run_1/drive_strength.png
The bar under the picture is 20 um long.
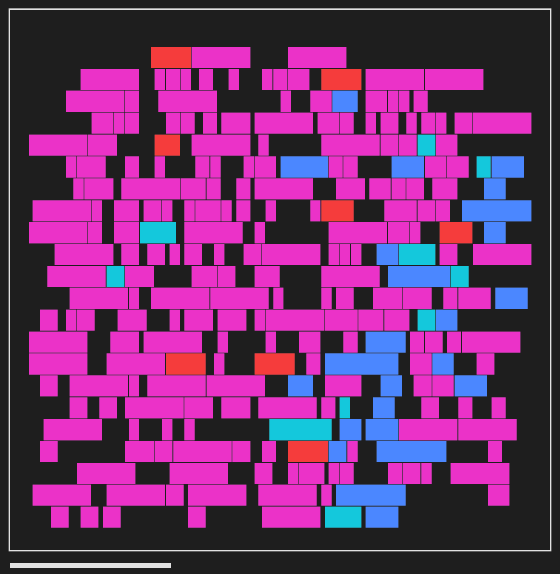
run_1/metal_stack.png
Only two layers are drawn.
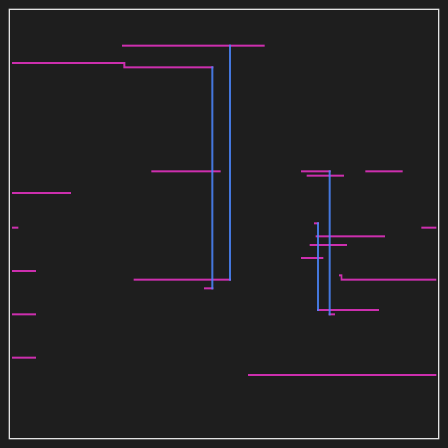
run_1/met1.png
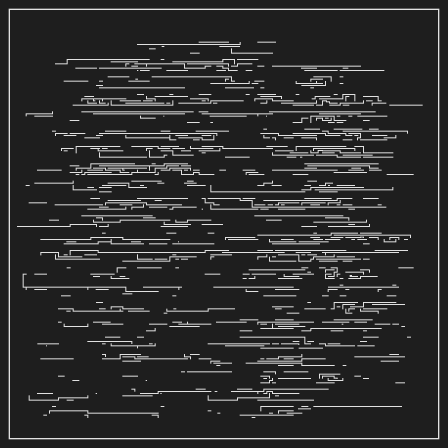
run_1/met2.png
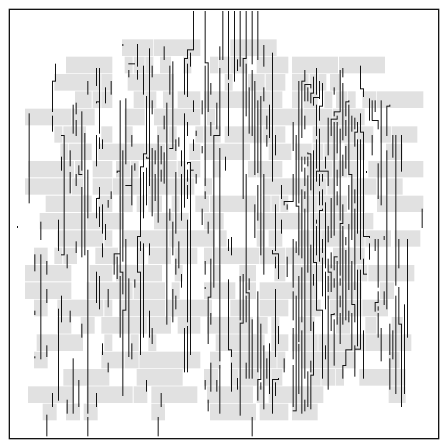
$ cat config.mk
export PLATFORM = sky130hd
export DESIGN_NAME = hd44780_rx_flat
export DESIGN_NICKNAME = d
export VERILOG_FILES = /design/src/rtl/hd44780_pkg.sv /design/src/rtl/hd44780_rx_if.sv /design/src/rtl/hd44780_strobe_sync.sv /design/src/rtl/hd44780_rx.sv /design/src/flat_wrapper.sv
export SDC_FILE = /design/constraint.sdc
export NUM_CORES = 1
export LEC_CHECK = 0
export CAP_MARGIN = 20
export CORE_MARGIN = 2
export CORE_UTILIZATION = 55
export CTS_BUF_LIST = sky130_fd_sc_hd__clkbuf_8
export DETAILED_ROUTE_END_ITERATION = 7
export DONT_BUFFER_PORTS = 1
export GPL_TIMING_DRIVEN = 0
export PLACE_DENSITY_LB_ADDON = 0.12
export SLEW_MARGIN = 10
export SYNTH_ARGS = -nofsm -noshare
export SYNTH_HDL_FRONTEND = slang
export SYNTH_SLANG_ARGS = --single-unit
$ cat constraint.sdc
create_clock -name clk -period 2 [get_ports clk]
set_input_delay 0.2 -clock clk [delete_from_list [all_inputs] [get_ports clk]]
set_output_delay 0.2 -clock clk [all_outputs]
set_load 0.02 [all_outputs]
$ cat src/rtl/hd44780_pkg.sv
// Shared HD44780 definitions: command opcodes, DDRAM line bounds and receiver states.
// Used by both the hd44780 driver and the hd44780_rx bus receiver.
package hd44780_pkg;

    localparam logic [7:0] CMD_CLEAR    = 8'h01;
    localparam logic [7:0] CMD_HOME     = 8'h02;
    localparam logic [7:0] CMD_ENTRY    = 8'h04;
    localparam logic [7:0] CMD_SHIFT    = 8'h10;
    localparam logic [7:0] CMD_FUNC     = 8'h20;
    localparam logic [7:0] CMD_SETDDRAM = 8'h80;

    localparam logic [6:0] LINE0_END   = 7'h27;
    localparam logic [6:0] LINE1_START = 7'h40;
    localparam logic [6:0] LINE1_END   = 7'h67;

    typedef enum logic [1:0] {
        ST_BYTE8 = 2'd0,
        ST_HI4   = 2'd1,
        ST_LO4   = 2'd2
    } rx_state_t;

    // Two-line DDRAM address step; the gap 0x28..0x3F is skipped in both directions.
    function automatic logic [6:0] next_addr(input logic [6:0] a, input logic inc);
        logic [6:0] n;
        if (inc) begin
            if (a == LINE0_END)      n = LINE1_START;
            else if (a == LINE1_END) n = 7'h00;
            else                     n = a + 7'd1;
        end else begin
            if (a == 7'h00)            n = LINE1_END;
            else if (a == LINE1_START) n = LINE0_END;
            else                       n = a - 7'd1;
        end
        return n;
    endfunction

endpackage

$ cat src/rtl/hd44780_rx_if.sv
// HD44780 bus pins plus the receiver's decoded outputs.
// The char/ddram members exist only when HD44780_RX_DDRAM_EN is defined.
interface hd44780_rx_if;
    logic       e;
    logic       rs;
    logic [3:0] db;
    logic       rx_valid;
    logic       rx_rs;
    logic [7:0] rx_data;
    logic       mode4;
    logic       busy;
    logic       overrun;
    logic       rs_err;
`ifdef HD44780_RX_DDRAM_EN
    logic       char_we;
    logic [6:0] char_addr;
    logic [7:0] char_data;
    logic [6:0] ddram_addr;

    modport master (output e, rs, db,
                    input  rx_valid, rx_rs, rx_data, mode4, busy, overrun, rs_err,
                           char_we, char_addr, char_data, ddram_addr);
    modport slave  (input  e, rs, db,
                    output rx_valid, rx_rs, rx_data, mode4, busy, overrun, rs_err,
                           char_we, char_addr, char_data, ddram_addr);
`else
    modport master (output e, rs, db,
                    input  rx_valid, rx_rs, rx_data, mode4, busy, overrun, rs_err);
    modport slave  (input  e, rs, db,
                    output rx_valid, rx_rs, rx_data, mode4, busy, overrun, rs_err);
`endif
endinterface

$ cat src/rtl/hd44780_strobe_sync.sv
// Synchronizes e/rs/db, captures rs/db while e is high and emits a one-cycle
// strobe on the synced falling edge of e.
module hd44780_strobe_sync #(
    parameter int SYNC_STAGES = 2
) (
    input  logic       clk,
    input  logic       rst,
    input  logic       e,
    input  logic       rs,
    input  logic [3:0] db,
    output logic       strobe,
    output logic       cap_rs,
    output logic [3:0] cap_db
);

    logic [5:0] sync_q [SYNC_STAGES];
    logic       e_s;
    logic       e_d;

    assign e_s    = sync_q[SYNC_STAGES-1][5];
    assign strobe = e_d & ~e_s;

    always_ff @(posedge clk) begin
        if (rst) begin
            for (int i = 0; i < SYNC_STAGES; i++) sync_q[i] <= '0;
            e_d    <= 1'b0;
            cap_rs <= 1'b0;
            cap_db <= '0;
        end else begin
            sync_q[0] <= {e, rs, db};
            for (int i = 1; i < SYNC_STAGES; i++) sync_q[i] <= sync_q[i-1];
            e_d <= e_s;
            // rs/db travel with e, so the captured value is the last one seen while e was high
            if (e_s) begin
                cap_rs <= sync_q[SYNC_STAGES-1][4];
                cap_db <= sync_q[SYNC_STAGES-1][3:0];
            end
        end
    end

endmodule

$ cat src/rtl/hd44780_rx.sv
// HD44780 4-bit bus receiver: byte reassembly, interface mode and busy emulation.
// Optional DDRAM address tracker compiled in with HD44780_RX_DDRAM_EN.
//
// state    | meaning
// ST_BYTE8 | 8-bit mode, every strobe completes a byte {db, 4'h0}
// ST_HI4   | 4-bit mode, next strobe carries the high nibble
// ST_LO4   | 4-bit mode, next strobe carries the low nibble
module hd44780_rx
    import hd44780_pkg::*;
#(
    parameter int SYNC_STAGES      = 2,
    parameter int BUSY_CYCLES      = 1000,
    parameter int LONG_BUSY_CYCLES = 44300
) (
    input logic           clk,
    input logic           rst,
    hd44780_rx_if.slave   bus
);

    localparam int CW = $clog2(LONG_BUSY_CYCLES + 1);

    rx_state_t   state, state_n;
    logic        strobe, cap_rs;
    logic [3:0]  cap_db;
    logic [3:0]  hi_nib;
    logic        hi_rs;
    logic        byte_done, byte_rs, hi_load, rs_mis;
    logic [7:0]  byte_val;
    logic        func_set, is_long;
    logic        rx_valid_q, rx_rs_q, overrun_q, rs_err_q;
    logic [7:0]  rx_data_q;
    logic [CW-1:0] busy_cnt;

    hd44780_strobe_sync #(.SYNC_STAGES(SYNC_STAGES)) u_sync (
        .clk    (clk),
        .rst    (rst),
        .e      (bus.e),
        .rs     (bus.rs),
        .db     (bus.db),
        .strobe (strobe),
        .cap_rs (cap_rs),
        .cap_db (cap_db)
    );

    // Mode change takes effect the cycle after the function-set byte is presented
    assign func_set = rx_valid_q && !rx_rs_q && (rx_data_q[7:5] == CMD_FUNC[7:5]);
    assign is_long  = !rx_rs_q && ((rx_data_q == CMD_CLEAR) || (rx_data_q[7:1] == CMD_HOME[7:1]));

    always_ff @(posedge clk) begin
        if (rst) state <= ST_BYTE8;
        else     state <= state_n;
    end

    always_comb begin
        state_n   = state;
        byte_done = 1'b0;
        byte_rs   = 1'b0;
        byte_val  = 8'h00;
        hi_load   = 1'b0;
        rs_mis    = 1'b0;
        if (strobe) begin
            case (state)
                ST_BYTE8: begin
                    byte_done = 1'b1;
                    byte_rs   = cap_rs;
                    byte_val  = {cap_db, 4'h0};
                end
                ST_HI4: begin
                    hi_load = 1'b1;
                    state_n = ST_LO4;
                end
                ST_LO4: begin
                    byte_done = 1'b1;
                    byte_rs   = hi_rs;
                    byte_val  = {hi_nib, cap_db};
                    rs_mis    = (cap_rs != hi_rs);
                    state_n   = ST_HI4;
                end
                default: state_n = ST_BYTE8;
            endcase
        end
        if (func_set) state_n = rx_data_q[4] ? ST_BYTE8 : ST_HI4;
    end

    always_ff @(posedge clk) begin
        if (rst) begin
            hi_nib     <= '0;
            hi_rs      <= 1'b0;
            rx_valid_q <= 1'b0;
            rx_rs_q    <= 1'b0;
            rx_data_q  <= '0;
            overrun_q  <= 1'b0;
            rs_err_q   <= 1'b0;
            busy_cnt   <= '0;
        end else begin
            if (hi_load) begin
                hi_nib <= cap_db;
                hi_rs  <= cap_rs;
            end
            rx_valid_q <= byte_done;
            rs_err_q   <= rs_mis;
            overrun_q  <= strobe && (busy_cnt != '0);
            if (byte_done) begin
                rx_rs_q   <= byte_rs;
                rx_data_q <= byte_val;
            end
            if (rx_valid_q)
                busy_cnt <= is_long ? CW'(LONG_BUSY_CYCLES) : CW'(BUSY_CYCLES);
            else if (busy_cnt != '0)
                busy_cnt <= busy_cnt - CW'(1);
        end
    end

    assign bus.rx_valid = rx_valid_q;
    assign bus.rx_rs    = rx_rs_q;
    assign bus.rx_data  = rx_data_q;
    assign bus.mode4    = (state != ST_BYTE8);
    assign bus.busy     = (busy_cnt != '0);
    assign bus.overrun  = overrun_q;
    assign bus.rs_err   = rs_err_q;

`ifdef HD44780_RX_DDRAM_EN
    logic [6:0] ddram_q;
    logic       dir_inc;
    logic       char_we_q;
    logic [6:0] char_addr_q;
    logic [7:0] char_data_q;

    always_ff @(posedge clk) begin
        if (rst) begin
            ddram_q     <= '0;
            dir_inc     <= 1'b1;
            char_we_q   <= 1'b0;
            char_addr_q <= '0;
            char_data_q <= '0;
        end else begin
            char_we_q <= byte_done && byte_rs;
            if (byte_done && byte_rs) begin
                char_addr_q <= ddram_q;
                char_data_q <= byte_val;
                ddram_q     <= next_addr(ddram_q, dir_inc);
            end else if (byte_done) begin
                // Highest set bit selects the command; CGRAM, function set and display control leave the address alone
                if (byte_val[7]) begin
                    ddram_q <= byte_val[6:0];
                end else if (byte_val[6:5] == 2'b00) begin
                    if (byte_val[4]) begin
                        if (!byte_val[3]) ddram_q <= next_addr(ddram_q, byte_val[2]);
                    end else if (!byte_val[3]) begin
                        if (byte_val[2])             dir_inc <= byte_val[1];
                        else if (byte_val[1:0] != 0) ddram_q <= '0;
                    end
                end
            end
        end
    end

    assign bus.char_we    = char_we_q;
    assign bus.char_addr  = char_addr_q;
    assign bus.char_data  = char_data_q;
    assign bus.ddram_addr = ddram_q;
`endif

endmodule

$ cat src/flat_wrapper.sv
// flat-port wrapper written by rule: the top's interface ports become plain ports
module hd44780_rx_flat import hd44780_pkg::*;
#(
    parameter int SYNC_STAGES      = 2,
    parameter int BUSY_CYCLES      = 1000,
    parameter int LONG_BUSY_CYCLES = 44300
)
  (clk, rst, bus_e, bus_rs, bus_db, bus_rx_valid, bus_rx_rs, bus_rx_data, bus_mode4, bus_busy, bus_overrun, bus_rs_err);
  hd44780_rx_if bus_i ();
  input logic clk;
  input logic rst;
  input wire logic [$bits(bus_i.e)-1:0] bus_e;
  input wire logic [$bits(bus_i.rs)-1:0] bus_rs;
  input wire logic [$bits(bus_i.db)-1:0] bus_db;
  output wire logic [$bits(bus_i.rx_valid)-1:0] bus_rx_valid;
  output wire logic [$bits(bus_i.rx_rs)-1:0] bus_rx_rs;
  output wire logic [$bits(bus_i.rx_data)-1:0] bus_rx_data;
  output wire logic [$bits(bus_i.mode4)-1:0] bus_mode4;
  output wire logic [$bits(bus_i.busy)-1:0] bus_busy;
  output wire logic [$bits(bus_i.overrun)-1:0] bus_overrun;
  output wire logic [$bits(bus_i.rs_err)-1:0] bus_rs_err;
  assign bus_i.e = bus_e;
  assign bus_i.rs = bus_rs;
  assign bus_i.db = bus_db;
  assign bus_rx_valid = bus_i.rx_valid;
  assign bus_rx_rs = bus_i.rx_rs;
  assign bus_rx_data = bus_i.rx_data;
  assign bus_mode4 = bus_i.mode4;
  assign bus_busy = bus_i.busy;
  assign bus_overrun = bus_i.overrun;
  assign bus_rs_err = bus_i.rs_err;
  hd44780_rx #(.SYNC_STAGES(SYNC_STAGES), .BUSY_CYCLES(BUSY_CYCLES), .LONG_BUSY_CYCLES(LONG_BUSY_CYCLES)) u_core (.clk(clk), .rst(rst), .bus(bus_i));
endmodule
==> summary.rpt, run 1 <==
=====================================================================================
Area inside the core boundary ..........................................   3740 sq um
Synth warn .............................................................            0
GR met3 Demand/Resource ................................................        5.91%
Fraction of synthesized area in multiplexers ...........................        5.54%
Async set or reset register ratio after synthesis ......................           0%
Clock latency on the worst-skew pair ...................................      0.31 ns
CP Cell Sequence ....................................................... or4_4, nor4_4, buf_4, inv_8
Buffers added on ports .................................................            0
Comb gate area .........................................................   1090 sq um
Total buffers and inverters traversed by the critical path .............            2
Sequential cell fraction of total power ................................        39.7%
Number of maximum-capacitance constraint violations ....................            0
Worst reg-to-reg path cell count .......................................            6
Number of standard cells reported by yosys .............................          235
Worst flop-to-flop path startpoint ..................................... u_core.busy_cnt[4]
Most frequent standard cell in the layout excluding fill and tap cells . sky130_fd_sc_hd__dfxtp_1
RePlAce Congestion .....................................................        0.794
Combinational share of cell area .......................................        43.9%
Sequential fraction of the synthesis area ..............................        48.4%
Router iterations before antenna repair ................................            4
Antenna violations before repair .......................................            0
Detail Route met2 WL ...................................................      2330 um
Overall die area .......................................................   4500 sq um
Final instance area ....................................................   2480 sq um
Most common reg cell ................................................... sky130_fd_sc_hd__dfxtp_1
Registers ..............................................................           53
Largest register by flop count ......................................... u_core.busy_cnt
Vias per std cell ......................................................         5.83
Placed cell count ......................................................          283
Syn Area/Cell ..........................................................   9.32 sq um
Combinational-cell power consumption ...................................      1.52 mW
Standby leakage power ..................................................     0.878 nW
Post-synthesis instance total ..........................................          235
Sw Pwr .................................................................      1.35 mW
Grt met2 use ...........................................................        39.0%
Clock network fraction of total power ..................................        17.4%
Clock buffer cells .....................................................            5
# diodes ...............................................................            0
Cell taking the most area after synthesis .............................. sky130_fd_sc_hd__dfxtp_1
WHS Path Cells .........................................................            1
# rows .................................................................           22
Final critical-path required period ....................................      1.98 ns
Hold-critical path endpoint ............................................ u_core.u_sync.sync_q[0][1]
Combinational gates ....................................................          159
Number of gates on the worst path with buffers counted .................            4
Total Negative Setup Slacks ............................................         0 ns
Routed met1 length .....................................................      2120 um
Max H-tree Level .......................................................            2
Die extent in y ........................................................      67.1 um
Hold-fix buffers at CTS ................................................            1
First-pass GRT wire length .............................................      7880 um
Highest routing layer actually used ....................................         met4
Internal cell power ....................................................      2.21 mW
Setup repair after global routing missed its margin ....................         true
Worst EP required ......................................................      1.80 ns
Clock buffer count from CTS ............................................            5
Max Fanout on Critical Path ............................................            7
Global routing usage on met1 ...........................................        29.7%
Yosys aoi share ........................................................        13.4%
PnR Total Power ........................................................      3.56 mW
Horiz. Die Dim .........................................................      67.1 um
Number of enable-type register cells in the synthesized netlist ........            0
Startpoint Class .......................................................         flop
Largest incremental delay on the critical path .........................      0.54 ns
Inverter count .........................................................            9
Minimum setup slack in the final design ................................    0.0181 ns
Power share of the combinational group .................................        42.8%
Tally of nets with antenna violations remaining after routing ..........            0
Share of final-layout standard cells stronger than drive strength 1 ....        16.9%
Met3 routed wirelength .................................................       192 um
Detailed router's first-iteration violation count ......................          103
Bufs w/o clock .........................................................           20
Via count of the first global-routing pass .............................         1659
Post-DP Area ...........................................................   2250 sq um
Worst hold path startpoint .............................................    bus_db[1]
Worst relative slew slack ..............................................        59.6%
Yosys synthesis chip area ..............................................   2190 sq um
Deepest clock path buffer count ........................................            2
Fraction of area in registers ..........................................        43.3%
Total DRC errors in the routed layout ..................................            0
Top Usage Layer GRT ....................................................         met2
Class of the most critical hold timing path ............................ primary input to flop
Kind of cell with the highest combined delay on the critical path ...... simple AND/OR/NAND/NOR gates
Synth area leaders ..................................................... sky130_fd_sc_hd__dfxtp_1, sky130_fd_sc_hd__mux2i_1, sky130_fd_sc_hd__nor2b_1
Clock skew .............................................................   0.00571 ns
Congestion Overflow GR .................................................            0
Capturing element of the worst setup path ..............................     bus_busy
TritonCTS sink count ...................................................           53
DR vias ................................................................         1731
Average wire per cell in the routed design .............................      16.0 um
Pre-CTS worst setup slack ..............................................    -0.311 ns
Area growth from synthesis to layout ...................................        13.2%
Beginning of the critical path ......................................... u_core.busy_cnt[4]
Logic family by area ................................................... simple AND/OR/NAND/NOR gates
Crit path kind ......................................................... flop to output pin
Core occupancy in the finished layout ..................................        66.3%
Reg-to-Reg End ......................................................... u_core.busy_cnt[2]
Yosys simple share .....................................................        26.8%
Most used standard cell by instance count after synthesis .............. sky130_fd_sc_hd__dfxtp_1
Cell area after synthesis ..............................................   2190 sq um
All-layer global routing usage .........................................        23.8%
Max-area cell share ....................................................        48.4%
Result of the run ......................................................    completed
Xor/xnor cell area share of the yosys netlist ..........................       0.400%
Total count of max-transition violations in the final report ...........            0
FA/HA/MAJ Cells, Area Fraction .........................................        1.14%
Fin nets ...............................................................          258
# Taps .................................................................           48
Clock tree from TritonCTS ..............................................        built
Worst hold margin ......................................................    0.0117 ns
Commonest cells after routing, fill and taps aside ..................... sky130_fd_sc_hd__dfxtp_1, sky130_fd_sc_hd__nor2_1, sky130_fd_sc_hd__nor2b_1
Slowest cell on the critical path ...................................... sky130_fd_sc_hd__or4_4
Number of setup violations in the final report .........................            0
Top-Level Pins .........................................................           22
Post-route clock period utilization ....................................        99.1%
FF+latch count, synth ..................................................           53
Largest area class, layout ............................................. combinational gates
Clock tree cell share of total cell area ...............................        3.83%
Total Routed Length ....................................................      4750 um
=====================================================================================
## Picture notes: drive_strength.png
| colour | size | cells | share |
|---|---|---|---|
| blue | drive 3 to 4 | 24 | 9.6% |
| cyan | drive 2 | 10 | 4.0% |
| red | drive 6 and up | 8 | 3.2% |
| magenta | drive 1 or less | 207 | 83% |

## Picture notes: metal_stack.png
| colour | layer | wire length |
|---|---|---|
| blue | met4 | 107 um |
| magenta | met3 | 193 um |

## Picture notes: met1.png
wire length on this layer: 2120 um
nets with wire on the layer: 236
longest straight run: 21.0 um

## Picture notes: met2.png
share of all routed wire: 49%
longest straight run: 34.7 um
nets with wire on the layer: 215
main direction: vertical

## Run 2: what changed since run 1
SYNTH_HIERARCHICAL = 1   (was unset)
run_2/drive_strength.png
The bar under the picture is 20 um long.
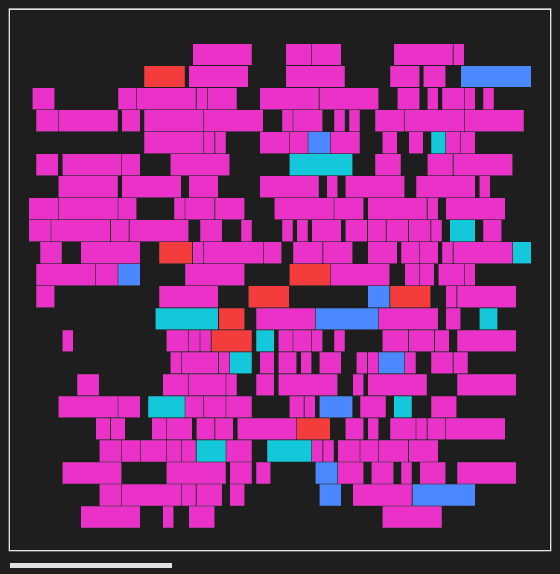
| colour | size | cells | share |
|---|---|---|---|
| red | drive 6 and up | 8 | 3.5% |
| cyan | drive 2 | 12 | 5.3% |
| blue | drive 3 to 4 | 10 | 4.4% |
| magenta | drive 1 or less | 197 | 87% |
area growth from synthesis to layout: 9.61%
bufs w/o clock: 12
minimum setup slack in the final design: 0.118 ns

==> run 2 against run 1 <==
Net effect:
- maximum frequency grew 5.3%
- total power down 11%
- largest cell class is now registers
- area after synthesis is 1.3% lower
- sequential power about the same
- largest power group is now sequential cells
- critical path depth unchanged
- hold slack better by 0.0065 ns
- worst setup slack better by 0.10 ns
- die size down 1.2%
- count of clock-buffer cells in the layout stayed put
- clock power shrank 3%
- flip-flop count is the same
- sequential share of layout area rose by 1.6 points
==> summary.rpt, run 2 <==
=====================================================================================
Synth warn .............................................................            6
Fin nets ...............................................................          236
Kind of cell with the highest combined delay on the critical path ...... simple AND/OR/NAND/NOR gates
Total DRC errors in the routed layout ..................................            0
Tally of nets with antenna violations remaining after routing ..........            0
GR met3 Demand/Resource ................................................        4.90%
Sequential cell fraction of total power ................................        44.4%
Max Fanout on Critical Path ............................................            8
Clock skew .............................................................   0.00650 ns
Capturing element of the worst setup path ..............................     bus_busy
Fraction of synthesized area in multiplexers ...........................        6.94%
Reg-to-Reg End ......................................................... u_core/busy_cnt[8]
Cell area after synthesis ..............................................   2160 sq um
All-layer global routing usage .........................................        20.8%
Startpoint Class .......................................................         flop
Number of maximum-capacitance constraint violations ....................            0
Top-Level Pins .........................................................           22
Worst hold path startpoint .............................................    bus_db[0]
RePlAce Congestion .....................................................        0.791
Clock tree from TritonCTS ..............................................        built
Grt met2 use ...........................................................        33.4%
Commonest cells after routing, fill and taps aside ..................... sky130_fd_sc_hd__dfxtp_1, sky130_fd_sc_hd__nor2_1, sky130_fd_sc_hd__mux2i_1
PnR Total Power ........................................................      3.17 mW
Slowest cell on the critical path ...................................... sky130_fd_sc_hd__nor4_4
Clock buffer cells .....................................................            5
Router iterations before antenna repair ................................            4
Via count of the first global-routing pass .............................         1575
Worst flop-to-flop path startpoint ..................................... u_core/busy_cnt[1]
Horiz. Die Dim .........................................................      66.7 um
Top Usage Layer GRT ....................................................         met2
Most frequent standard cell in the layout excluding fill and tap cells . sky130_fd_sc_hd__dfxtp_1
Placed cell count ......................................................          263
Combinational-cell power consumption ...................................      1.16 mW
Number of setup violations in the final report .........................            0
Comb gate area .........................................................   1050 sq um
DR vias ................................................................         1620
Post-DP Area ...........................................................   2220 sq um
Total buffers and inverters traversed by the critical path .............            2
Largest incremental delay on the critical path .........................      0.48 ns
Class of the most critical hold timing path ............................ primary input to flop
Worst relative slew slack ..............................................        64.3%
Largest area class, layout .............................................    registers
Final instance area ....................................................   2370 sq um
Total Negative Setup Slacks ............................................         0 ns
Core occupancy in the finished layout ..................................        63.8%
Hold-critical path endpoint ............................................ u_core/u_sync/sync_q[0][0]
Logic family by area ................................................... simple AND/OR/NAND/NOR gates
Antenna violations before repair .......................................            0
TritonCTS sink count ...................................................           53
Vias per std cell ......................................................         5.89
Beginning of the critical path ......................................... u_core/busy_cnt[7]
Die extent in y ........................................................      66.7 um
Largest register by flop count ......................................... u_core/busy_cnt
Power share of the combinational group .................................        36.6%
Internal cell power ....................................................      2.00 mW
Max-area cell share ....................................................        49.1%
Yosys synthesis chip area ..............................................   2160 sq um
Fraction of area in registers ..........................................        44.9%
First-pass GRT wire length .............................................      7030 um
Overall die area .......................................................   4450 sq um
Post-synthesis instance total ..........................................          215
Most common reg cell ................................................... sky130_fd_sc_hd__dfxtp_1
Result of the run ......................................................    completed
Highest routing layer actually used ....................................         met4
Total count of max-transition violations in the final report ...........            0
Worst hold margin ......................................................    0.0182 ns
FF+latch count, synth ..................................................           53
Hold-fix buffers at CTS ................................................            1
Clock buffer count from CTS ............................................            5
# diodes ...............................................................            0
Routed met1 length .....................................................      1930 um
# Taps .................................................................           48
Number of gates on the worst path with buffers counted .................            4
Deepest clock path buffer count ........................................            2
Number of enable-type register cells in the synthesized netlist ........            0
Area inside the core boundary ..........................................   3720 sq um
FA/HA/MAJ Cells, Area Fraction .........................................        1.16%
Share of final-layout standard cells stronger than drive strength 1 ....        13.2%
Max H-tree Level .......................................................            2
Sw Pwr .................................................................      1.16 mW
Combinational gates ....................................................          149
Met3 routed wirelength .................................................       316 um
Xor/xnor cell area share of the yosys netlist ..........................        2.03%
Clock network fraction of total power ..................................        19.0%
WHS Path Cells .........................................................            1
# rows .................................................................           22
Final critical-path required period ....................................      1.88 ns
Total Routed Length ....................................................      4270 um
Average wire per cell in the routed design .............................      15.5 um
Congestion Overflow GR .................................................            0
Cell taking the most area after synthesis .............................. sky130_fd_sc_hd__dfxtp_1
Crit path kind ......................................................... flop to output pin
Buffers added on ports .................................................            0
Worst EP required ......................................................      1.80 ns
=====================================================================================
run_2/met2.png
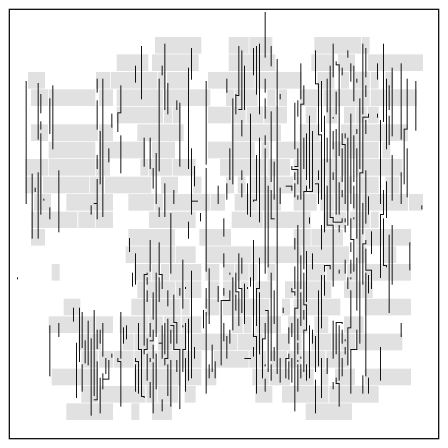
main direction: vertical
share of all routed wire: 46%
longest straight run: 49.0 um

## Run 3: what changed since run 2
ABC_CLOCK_PERIOD_IN_PS = 2000   (was unset)
SYNTH_HIERARCHICAL = unset   (was 1)
run_3/met1.png
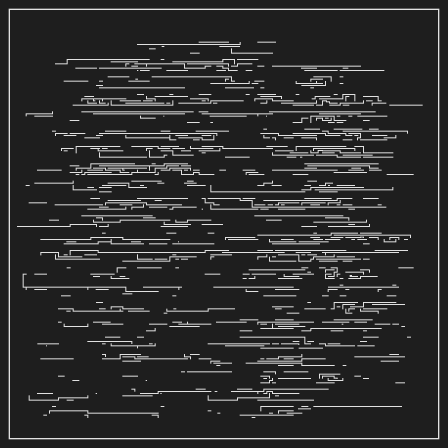
Total Routed Length: 4750 um
DR vias: 1731
global routing usage on met1: 29.7%

==> run 3 against run 2 <==
Net effect:
- largest power group is now combinational logic
- utilization is 2.5 points higher
- combinational power is 31% higher
- via count is 6.9% higher
- wire length is 11% higher
- total power is 12% higher
- die size is 1.2% higher
- cell count is 8.0% higher
- non-clock buffer count is 8 higher
- critical endpoint unchanged
- critical path depth stayed put
- count of clock-buffer cells in the layout stayed put
==> summary.rpt, run 3 <==
=====================================================================================
Post-route clock period utilization ....................................        99.1%
Antenna violations before repair .......................................            0
Total number of warnings across the stage logs .........................           29
Number of setup violations in the final report .........................            0
Vias per std cell ......................................................         5.83
Number of enable-type register cells in the synthesized netlist ........            0
Bufs w/o clock .........................................................           20
Standby leakage power ..................................................     0.878 nW
Worst hold margin ......................................................    0.0117 ns
# diodes ...............................................................            0
Comb gate area .........................................................   1090 sq um
FA/HA/MAJ Cells, Area Fraction .........................................        1.14%
Syn Area/Cell ..........................................................   9.32 sq um
FF+latch count, synth ..................................................           53
Commonest cells after routing, fill and taps aside ..................... sky130_fd_sc_hd__dfxtp_1, sky130_fd_sc_hd__nor2_1, sky130_fd_sc_hd__nor2b_1
Most common reg cell ................................................... sky130_fd_sc_hd__dfxtp_1
Largest incremental delay on the critical path .........................      0.54 ns
Combinational gates ....................................................          159
Fill cell total of the finished layout .................................          340
Total buffers and inverters traversed by the critical path .............            2
Placed cell count ......................................................          283
Slowest cell on the critical path ...................................... sky130_fd_sc_hd__or4_4
Fraction of area in registers ..........................................        43.3%
Most used standard cell by instance count after synthesis .............. sky130_fd_sc_hd__dfxtp_1
Overall die area .......................................................   4500 sq um
Clock tree cell share of total cell area ...............................        3.83%
Met3 routed wirelength .................................................       192 um
Crit path kind ......................................................... flop to output pin
Top Usage Layer GRT ....................................................         met2
TritonCTS sink count ...................................................           53
Registers ..............................................................           53
Combinational share of cell area .......................................        43.9%
Area growth from synthesis to layout ...................................        13.2%
Detail Route met2 WL ...................................................      2330 um
Number of standard cells reported by yosys .............................          235
Sw Pwr .................................................................      1.35 mW
Worst hold path startpoint .............................................    bus_db[1]
Startpoint Class .......................................................         flop
Async set or reset register ratio after synthesis ......................           0%
Final critical-path required period ....................................      1.98 ns
Top-Level Pins .........................................................           22
Area inside the core boundary ..........................................   3740 sq um
Deepest clock path buffer count ........................................            2
WHS Path Cells .........................................................            1
Largest register by flop count ......................................... u_core.busy_cnt
Result of the run ......................................................    completed
Cell area after synthesis ..............................................   2190 sq um
Routed met1 length .....................................................      2120 um
Via count of the first global-routing pass .............................         1659
Pre-CTS worst setup slack ..............................................    -0.311 ns
Post-synthesis instance total ..........................................          235
Most frequent standard cell in the layout excluding fill and tap cells . sky130_fd_sc_hd__dfxtp_1
Max H-tree Level .......................................................            2
Class of the most critical hold timing path ............................ primary input to flop
Power share of the combinational group .................................        42.8%
Post-DP Area ...........................................................   2250 sq um
# Taps .................................................................           48
Highest routing layer actually used ....................................         met4
Yosys aoi share ........................................................        13.4%
Buffers added on ports .................................................            0
Max Fanout on Critical Path ............................................            7
Fraction of synthesized area in multiplexers ...........................        5.54%
Yosys synthesis chip area ..............................................   2190 sq um
Core occupancy in the finished layout ..................................        66.3%
Clock tree from TritonCTS ..............................................        built
Fin nets ...............................................................          258
Clock skew .............................................................   0.00571 ns
Xor/xnor cell area share of the yosys netlist ..........................       0.400%
Worst reg-to-reg path cell count .......................................            6
Internal cell power ....................................................      2.21 mW
Die extent in y ........................................................      67.1 um
Number of gates on the worst path with buffers counted .................            4
RePlAce Congestion .....................................................        0.794
Number of maximum-capacitance constraint violations ....................            0
Final instance area ....................................................   2480 sq um
Clock latency on the worst-skew pair ...................................      0.31 ns
Congestion Overflow GR .................................................            0
Minimum setup slack in the final design ................................    0.0181 ns
Share of final-layout standard cells stronger than drive strength 1 ....        16.9%
Hold-critical path endpoint ............................................ u_core.u_sync.sync_q[0][1]
Largest area class, layout ............................................. combinational gates
Total DRC errors in the routed layout ..................................            0
Inverter count .........................................................            9
Setup repair after global routing missed its margin ....................         true
Clock buffer count from CTS ............................................            5
Synth warn .............................................................            0
Tally of nets with antenna violations remaining after routing ..........            0
All-layer global routing usage .........................................        23.8%
Worst flop-to-flop path startpoint ..................................... u_core.busy_cnt[4]
Clock network fraction of total power ..................................        17.4%
Kind of cell with the highest combined delay on the critical path ...... simple AND/OR/NAND/NOR gates
Beginning of the critical path ......................................... u_core.busy_cnt[4]
Worst EP required ......................................................      1.80 ns
Yosys simple share .....................................................        26.8%
Total Negative Setup Slacks ............................................         0 ns
Router iterations before antenna repair ................................            4
Sequential cell fraction of total power ................................        39.7%
Reg-to-Reg End ......................................................... u_core.busy_cnt[2]
Horiz. Die Dim .........................................................      67.1 um
Combinational-cell power consumption ...................................      1.52 mW
PnR Total Power ........................................................      3.56 mW
Detailed router's first-iteration violation count ......................          103
# rows .................................................................           22
First-pass GRT wire length .............................................      7880 um
Worst relative slew slack ..............................................        59.6%
Sequential fraction of the synthesis area ..............................        48.4%
=====================================================================================
run_3/met2.png
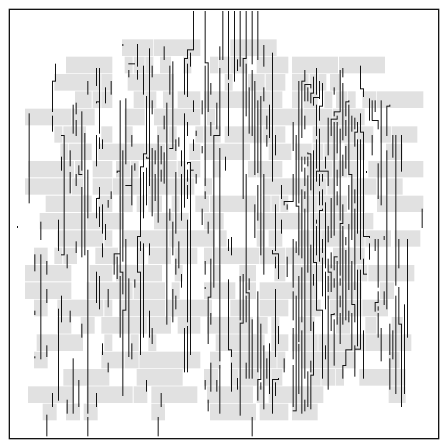
grt met2 use: 39.0%


==> gallery <==
Clock wiring as the flow saved it.
panel A
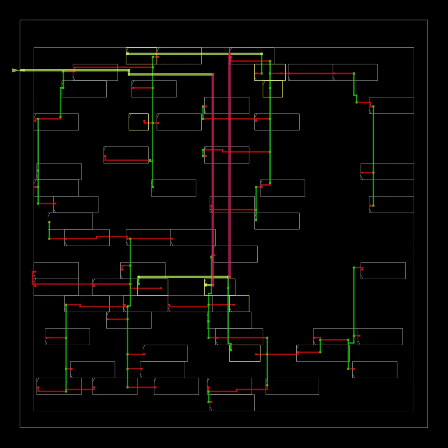
panel B
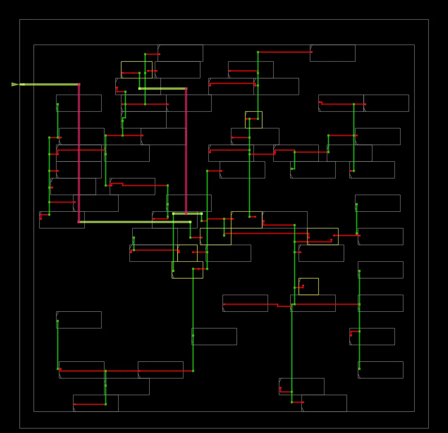
| picture | from |
|---|---|
| panel B | run 2 |
| panel A | run 1 |

No activity file was given, so power comes from the tool's default toggle rates.
